run_1/m1.png
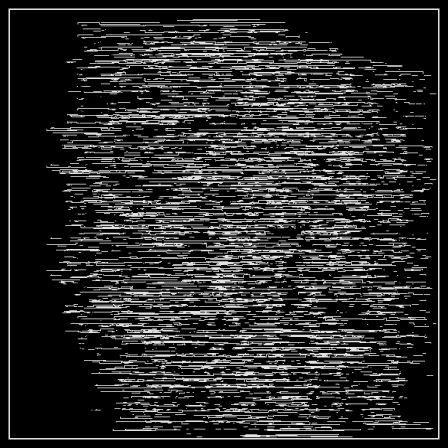
run_1/m2.png
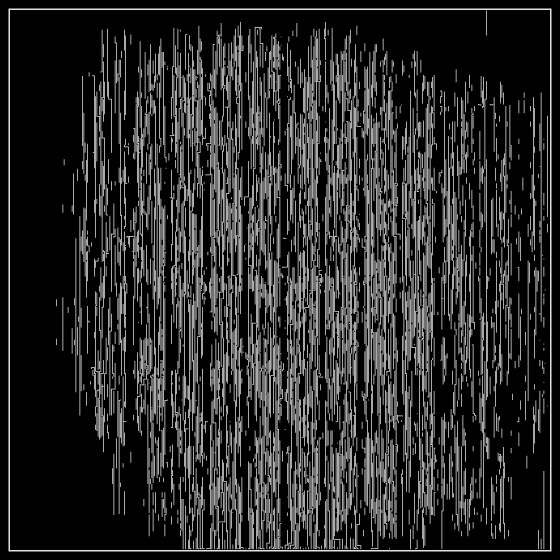
run_1/m3.png
Bar = 50 µm. Cells faint in the background.
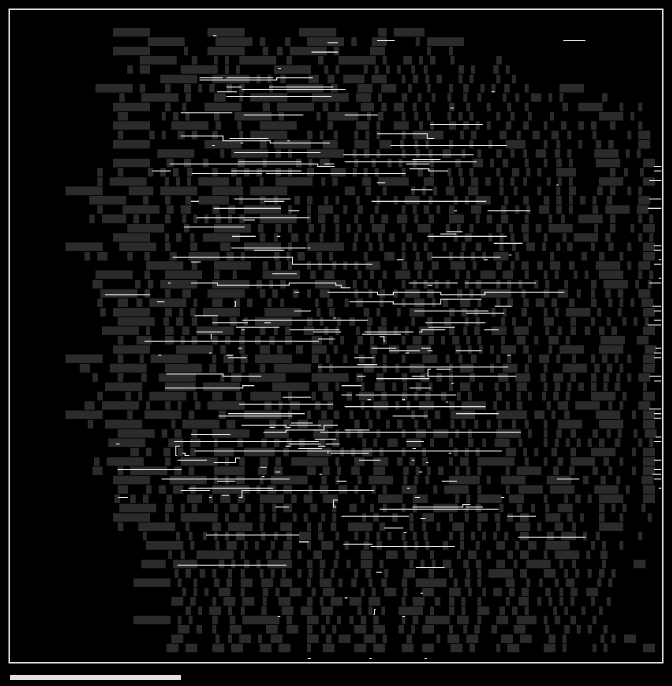
--- config.mk ---
export PLATFORM = sky130hd
export DESIGN_NAME = loop_filter_sched
export DESIGN_NICKNAME = d
export VERILOG_FILES = /design/src/rtl/loop_filter_pkg.sv /design/src/rtl/loop_filter_sched_rr_arbiter.sv /design/src/rtl/loop_filter_sched.sv
export SDC_FILE = /design/constraint.sdc
export NUM_CORES = 1
export LEC_CHECK = 0
export ABC_AREA = 1
export CAP_MARGIN = 20
export CELL_PAD_IN_SITES_DETAIL_PLACEMENT = 2
export CELL_PAD_IN_SITES_GLOBAL_PLACEMENT = 2
export CORE_UTILIZATION = 32
export DETAILED_ROUTE_END_ITERATION = 10
export PLACE_DENSITY = 0.9
export SLEW_MARGIN = 25
export SYNTH_ARGS = -nofsm -noshare
export SYNTH_HDL_FRONTEND = slang
export SYNTH_SLANG_ARGS = --single-unit
--- constraint.sdc ---
create_clock -name clk_sys -period 4.94 [get_ports clk_sys]
set_clock_uncertainty 0.15 [all_clocks]
set_input_delay 0.988 -clock clk_sys [delete_from_list [all_inputs] [get_ports clk_sys]]
set_output_delay 0.988 -clock clk_sys [all_outputs]
set_load 0.02 [all_outputs]
--- src/rtl/loop_filter_pkg.sv ---
// loop_filter_pkg: shared defaults, FSM states and saturating add for loop_filter_sched
package loop_filter_pkg;
  localparam int DEF_NCH = 4;
  localparam int DEF_W = 28;
  localparam int DEF_KI_SHIFT = 13;
  localparam int DEF_KP_SHIFT = 22;
  typedef enum logic [1:0] {IDLE, INTEG, PROP, OUT} state_t;
  function automatic logic signed [63:0] sat_add(input logic signed [63:0] a, input logic signed [63:0] b, input int w);
    logic signed [63:0] s, hi, lo;
    s = a + b;
    hi = (64'sd1 <<< (w - 1)) - 64'sd1;
    lo = -hi - 64'sd1;
    return s > hi ? hi : s < lo ? lo : s;
  endfunction
endpackage

--- src/rtl/loop_filter_sched_rr_arbiter.sv ---
// rr_arbiter: round-robin pick of the first request after the last granted channel
module rr_arbiter #(
  parameter int NCH = 4,
  localparam int CW = $clog2(NCH)
) (
  input  logic [NCH-1:0] req,
  input  logic [CW-1:0]  last,
  output logic [NCH-1:0] gnt,
  output logic [CW-1:0]  idx
);
  logic [CW-1:0] c;
  logic hit;
  always_comb begin
    idx = '0;
    hit = 1'b0;
    c = '0;
    for (int k = 1; k <= NCH; k++) begin
      c = last + CW'(k);
      if (!hit && req[c]) begin
        hit = 1'b1;
        idx = c;
      end
    end
    gnt = hit ? NCH'(1) << idx : '0;
  end
endmodule

--- src/rtl/loop_filter_sched.sv ---
// loop_filter_sched: shared PI datapath time-multiplexed over NCH channels
module loop_filter_sched import loop_filter_pkg::*; #(
  parameter int NCH = DEF_NCH,
  parameter int W = DEF_W,
  parameter int KI_SHIFT = DEF_KI_SHIFT,
  parameter int KP_SHIFT = DEF_KP_SHIFT,
  localparam int CW = $clog2(NCH)
) (
  input  logic                clk_sys,
  input  logic                rst,
  input  logic [NCH-1:0]      req_valid,
  input  logic [NCH*W-1:0]    req_err,
  output logic [NCH-1:0]      req_ready,
  input  logic [NCH-1:0]      clr_ch,
  output logic                out_valid,
  output logic [CW-1:0]       out_ch,
  output logic signed [W-1:0] out_ctrl,
  output logic                busy
);
  state_t state, state_nx;
  logic [CW-1:0] last, g, gi, och;
  logic [NCH-1:0] gnt;
  logic signed [W-1:0] acc [NCH];
  logic signed [W-1:0] errs [NCH];
  logic signed [W-1:0] err, ctrl, acc_nx, ctrl_nx;
  rr_arbiter #(.NCH(NCH)) u_arb (.req(req_valid), .last(last), .gnt(gnt), .idx(gi));
  always_comb begin
    for (int i = 0; i < NCH; i++) errs[i] = req_err[i*W +: W];
    state_nx = state == IDLE ? (|req_valid ? INTEG : IDLE) : state == INTEG ? PROP : state == PROP ? OUT : IDLE;
    acc_nx = W'(sat_add(64'(acc[g]), 64'(err) >>> KI_SHIFT, W));
    ctrl_nx = W'(sat_add(64'(acc[g]), 64'(err) >>> KP_SHIFT, W));
    req_ready = !rst && state == IDLE ? gnt : '0;
    out_valid = !rst && state == OUT;
    busy = !rst && state != IDLE;
    out_ch = rst ? '0 : och;
    out_ctrl = rst ? '0 : ctrl;
  end
  always_ff @(posedge clk_sys) begin
    if (rst) begin
      state <= IDLE;
      last <= CW'(NCH - 1);
      g <= '0;
      err <= '0;
      och <= '0;
      ctrl <= '0;
      for (int i = 0; i < NCH; i++) acc[i] <= '0;
    end else begin
      state <= state_nx;
      if (state == IDLE && |req_valid) begin
        g <= gi;
        last <= gi;
        err <= errs[gi];
      end
      if (state == PROP) begin
        och <= g;
        ctrl <= ctrl_nx;
      end
      for (int i = 0; i < NCH; i++)
        if (clr_ch[i]) acc[i] <= '0;
        else if (state == INTEG && g == CW'(i)) acc[i] <= acc_nx;
    end
  end
endmodule
==> out/results.txt, run 1 <==
# hold bufs at CTS - 0
Setup crit end - acc[1][22]$_SDFFCE_PN0P_
maxcap violations - 0
met3 wire len - 2580 µm
CP Launch Type - flip-flop
starting density of the core - 0.326
max reg flops - 112
# fillers - 4,015
critical path, cell by cell - clkinvlp_4, buf_12, o21ai_0, o22ai_2, ha_1, nand2_1, o21ai_1, a21oi_1, o21ai_0, nand2_1, nand2_1, nand2_1, nand2_1, nand2_1, a21oi_1
worst skew pair latency - 0.47 ns
Least-Margin Pin Slew - 0.842 ns
Area growth syn-to-layout - 18.9%
global-route wire length before repair - 78,400 µm
Crit path depth - 15
layout cell share with drive strength beyond 1 - 0.0836
FP Rows - 68
cts bufs inserted - 17
post-route design area - 13,500 µm²
WL met1 - 20,900 µm
Non-CTS buffers - 137
antenna viol nets, final - 0
fraction of area in registers - 0.329
Mux area share - 0
largest net degree at the start of global routing - 54
run status - finished, final reports clean
cells on worst reg2reg path - 15
PnR worst setup slack - 0.119 ns
largest area contributor in the netlist - edfxtp_1
max layer used - met4
logic share of the area - 0.440
Inverters - 167
CP most frequent cell - nand2_1
Top cell excl fill/tap - nand2_1
1st-pass router iterations - 6
DP Worst Slack - 0.185 ns
flip-flops with a built-in enable - 112
Cells after Synth - 1,571
Hold Path Class - reg -> reg
utilization after layout - 0.388
setup_tns - 0 ns
worst hold path cell count - 2
syn_nets - 1,742
flip-flops - 165
setup slack, reg-to-reg - 0.12 ns
Distinct lib cells used - 41
Core Region - 34,700 µm²
initial DRC count - 701
overall power - 11.1 mW
most frequent cells in the layout - nand2_1 (402), nor2_1 (183), a21oi_1 (166), inv_1 (157), edfxtp_1 (112)
clk cell area share - 0.0440
Main synth FF type - edfxtp_1
post-CTS sizing - 1
Flop area - 4420 µm²
biggest area cells - edfxtp_1 (30%), nand2_1 (13%), dfxtp_1 (9.4%), a21oi_1 (7.3%), nor2_1 (6.1%)
Critical Path RT - 5.07 ns
Worst path slowest cell - o21ai_0
Max transition margin - 0.433
cycle use final - 0.976
GRT met1 Usage - 0.336
Combinational Area - 5920 µm²
cell with the most instances after synthesis - nand2_1
Hold Startpoint - och[1]$_SDFFE_PP0N_
top flop regs - acc (112), ctrl (28), err (15)
final WL - 51,100 µm
simple share - 0.273
total grt overflow - 0
Final GP Congestion - 0.872
clk slew on worst S/H paths - 0.08 ns
CTS Sinks - 165
pwr dens - 827 nW/µm²
Net Sw Frac - 0.596
chip area - 36,100 µm²
post-DP HPWL - 33,000 µm
met2 routed WL - 25,600 µm
maximum clock rate - 207 MHz
met2 Use GR - 0.500
Adder-Cell Fraction of Synth Area - 0.0555
fin crit period - 4.82 ns
worst vdd ir - 0.000404 V
crit-path leading delay family - AND-OR/OR-AND gates
Final Max Slew Viols - 0
Notes on m1.png above:
nets with wire on the layer	1,691
wire length on this layer	20.9 mm
main direction	horizontal
longest straight run	75.4 µm

Notes on m2.png above:
main direction	vertical
longest straight run	84.7 µm
wire length on this layer	25.6 mm
share of all routed wire	50%

Notes on m3.png above:
nets with wire on the layer	151
longest straight run	89.2 µm
main direction	horizontal

run_1/congestion_map.png
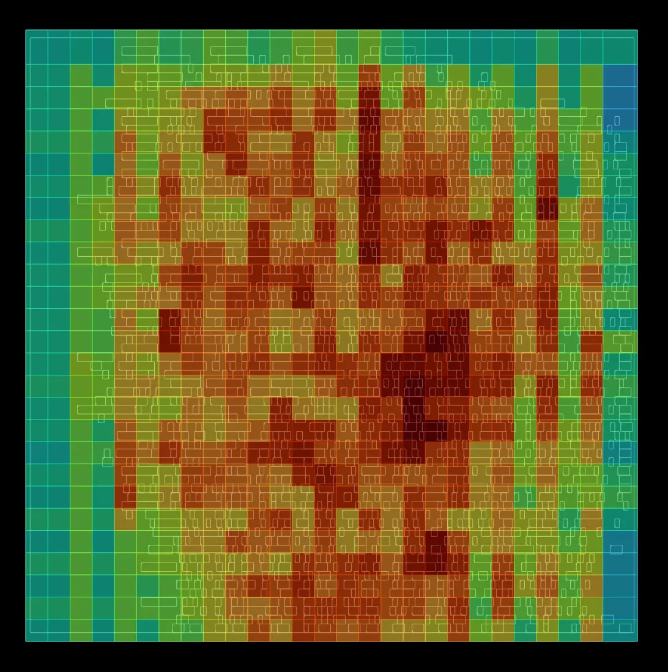

--- run 2 (diff from run 1) ---
--- a/config.mk
+++ b/config.mk
@@ -9,9 +9,10 @@
 export CAP_MARGIN = 20
 export CELL_PAD_IN_SITES_DETAIL_PLACEMENT = 2
 export CELL_PAD_IN_SITES_GLOBAL_PLACEMENT = 2
-export CORE_UTILIZATION = 32
+export CORE_UTILIZATION = 34
 export DETAILED_ROUTE_END_ITERATION = 10
-export PLACE_DENSITY = 0.9
+export GPL_ROUTABILITY_DRIVEN = 0
+export PLACE_DENSITY = 0.94
 export SLEW_MARGIN = 25
 export SYNTH_ARGS = -nofsm -noshare
 export SYNTH_HDL_FRONTEND = slang
==> constraint.sdc (replaced) <==
create_clock -name clk_sys -period 5.6 [get_ports clk_sys]
set_clock_uncertainty 0.15 [all_clocks]
set_input_delay 1.12 -clock clk_sys [delete_from_list [all_inputs] [get_ports clk_sys]]
set_output_delay 1.12 -clock clk_sys [all_outputs]
set_load 0.02 [all_outputs]
run_2/congestion_map.png
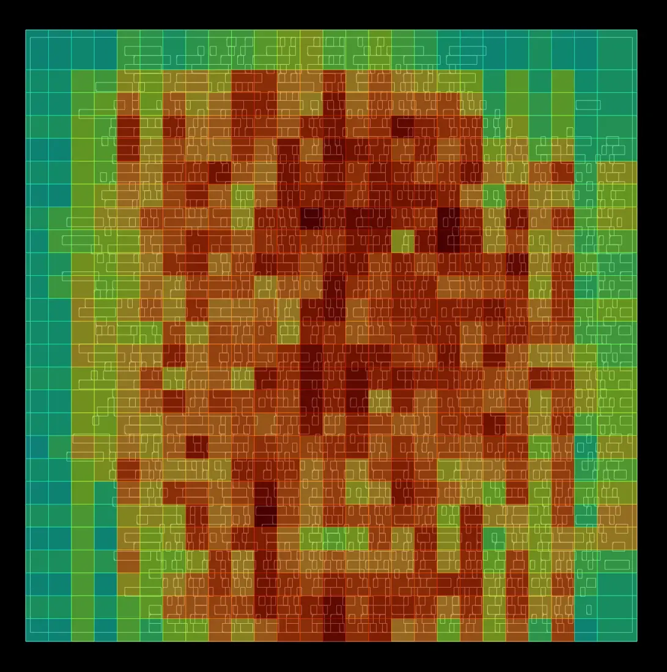
GRT met1 Usage: 0.375
busiest layer in global routing: met2
met2 Use GR: 0.573
total track usage: 0.329

==> run 2 against run 1 <==
  * Non-clock buffer count down 8
  * Total power down 11%
  * Clock power down 14%
  * Synthesized cell count unchanged
  * Via count up 3.2%
  * Sequential power down about 10%
  * Largest cell class unchanged
  * Die size down 5.8%
  * Combinational power down 11%
  * Critical path depth up 4
  * First-iteration DRC count up 30%
==> out/results.txt, run 2 <==
fin crit period - 5.36 ns
clk slew on worst S/H paths - 0.08 ns
Critical Path RT - 5.72 ns
logic share of the area - 0.443
Top cell excl fill/tap - nand2_1
Worst path slowest cell - buf_4
# hold bufs at CTS - 0
overall power - 9.91 mW
max layer used - met4
placed instance count - 2,064
starting density of the core - 0.347
setup_tns - 0 ns
post-route design area - 13,300 µm²
post-DP HPWL - 36,000 µm
met3 wire len - 3050 µm
cells on worst reg2reg path - 19
Hold Path Class - reg -> reg
largest net degree at the start of global routing - 50
cts bufs inserted - 17
largest area contributor in the netlist - edfxtp_1
Adder-Cell Fraction of Synth Area - 0.0555
met2 routed WL - 27,200 µm
Final Max Slew Viols - 0
global-route wire length before repair - 83,100 µm
pwr dens - 744 nW/µm²
Cells after Synth - 1,571
maxcap violations - 0
CP Launch Type - flip-flop
Distinct lib cells used - 41
CP most frequent cell - nand2_1
FP Rows - 66
chip area - 34,000 µm²
Hold Startpoint - och[0]$_SDFFE_PP0N_
flip-flops - 165
cycle use final - 0.958
Area growth syn-to-layout - 17.6%
crit-path leading delay family - simple AND/OR/NAND/NOR gates
Non-CTS buffers - 129
fraction of area in registers - 0.332
Least-Margin Pin Slew - 0.890 ns
WL met1 - 21,600 µm
simple share - 0.273
maximum clock rate - 186 MHz
Net Sw Frac - 0.611
worst skew pair latency - 0.48 ns
setup slack, reg-to-reg - 0.24 ns
final WL - 54,700 µm
layout cell share with drive strength beyond 1 - 0.0762
Setup crit end - acc[0][11]$_SDFFCE_PN0P_
# fillers - 3,756
utilization after layout - 0.408
flip-flops with a built-in enable - 112
Flop area - 4430 µm²
Core Region - 32,600 µm²
Combinational Area - 5890 µm²
worst vdd ir - 0.000294 V
antenna viol nets, final - 0
worst hold path cell count - 2
1st-pass router iterations - 5
Main synth FF type - edfxtp_1
Crit path depth - 19
Max transition margin - 0.407
run status - finished, final reports clean
top flop regs - acc (112), ctrl (28), err (15)
Power and IR drop assume default switching activity.
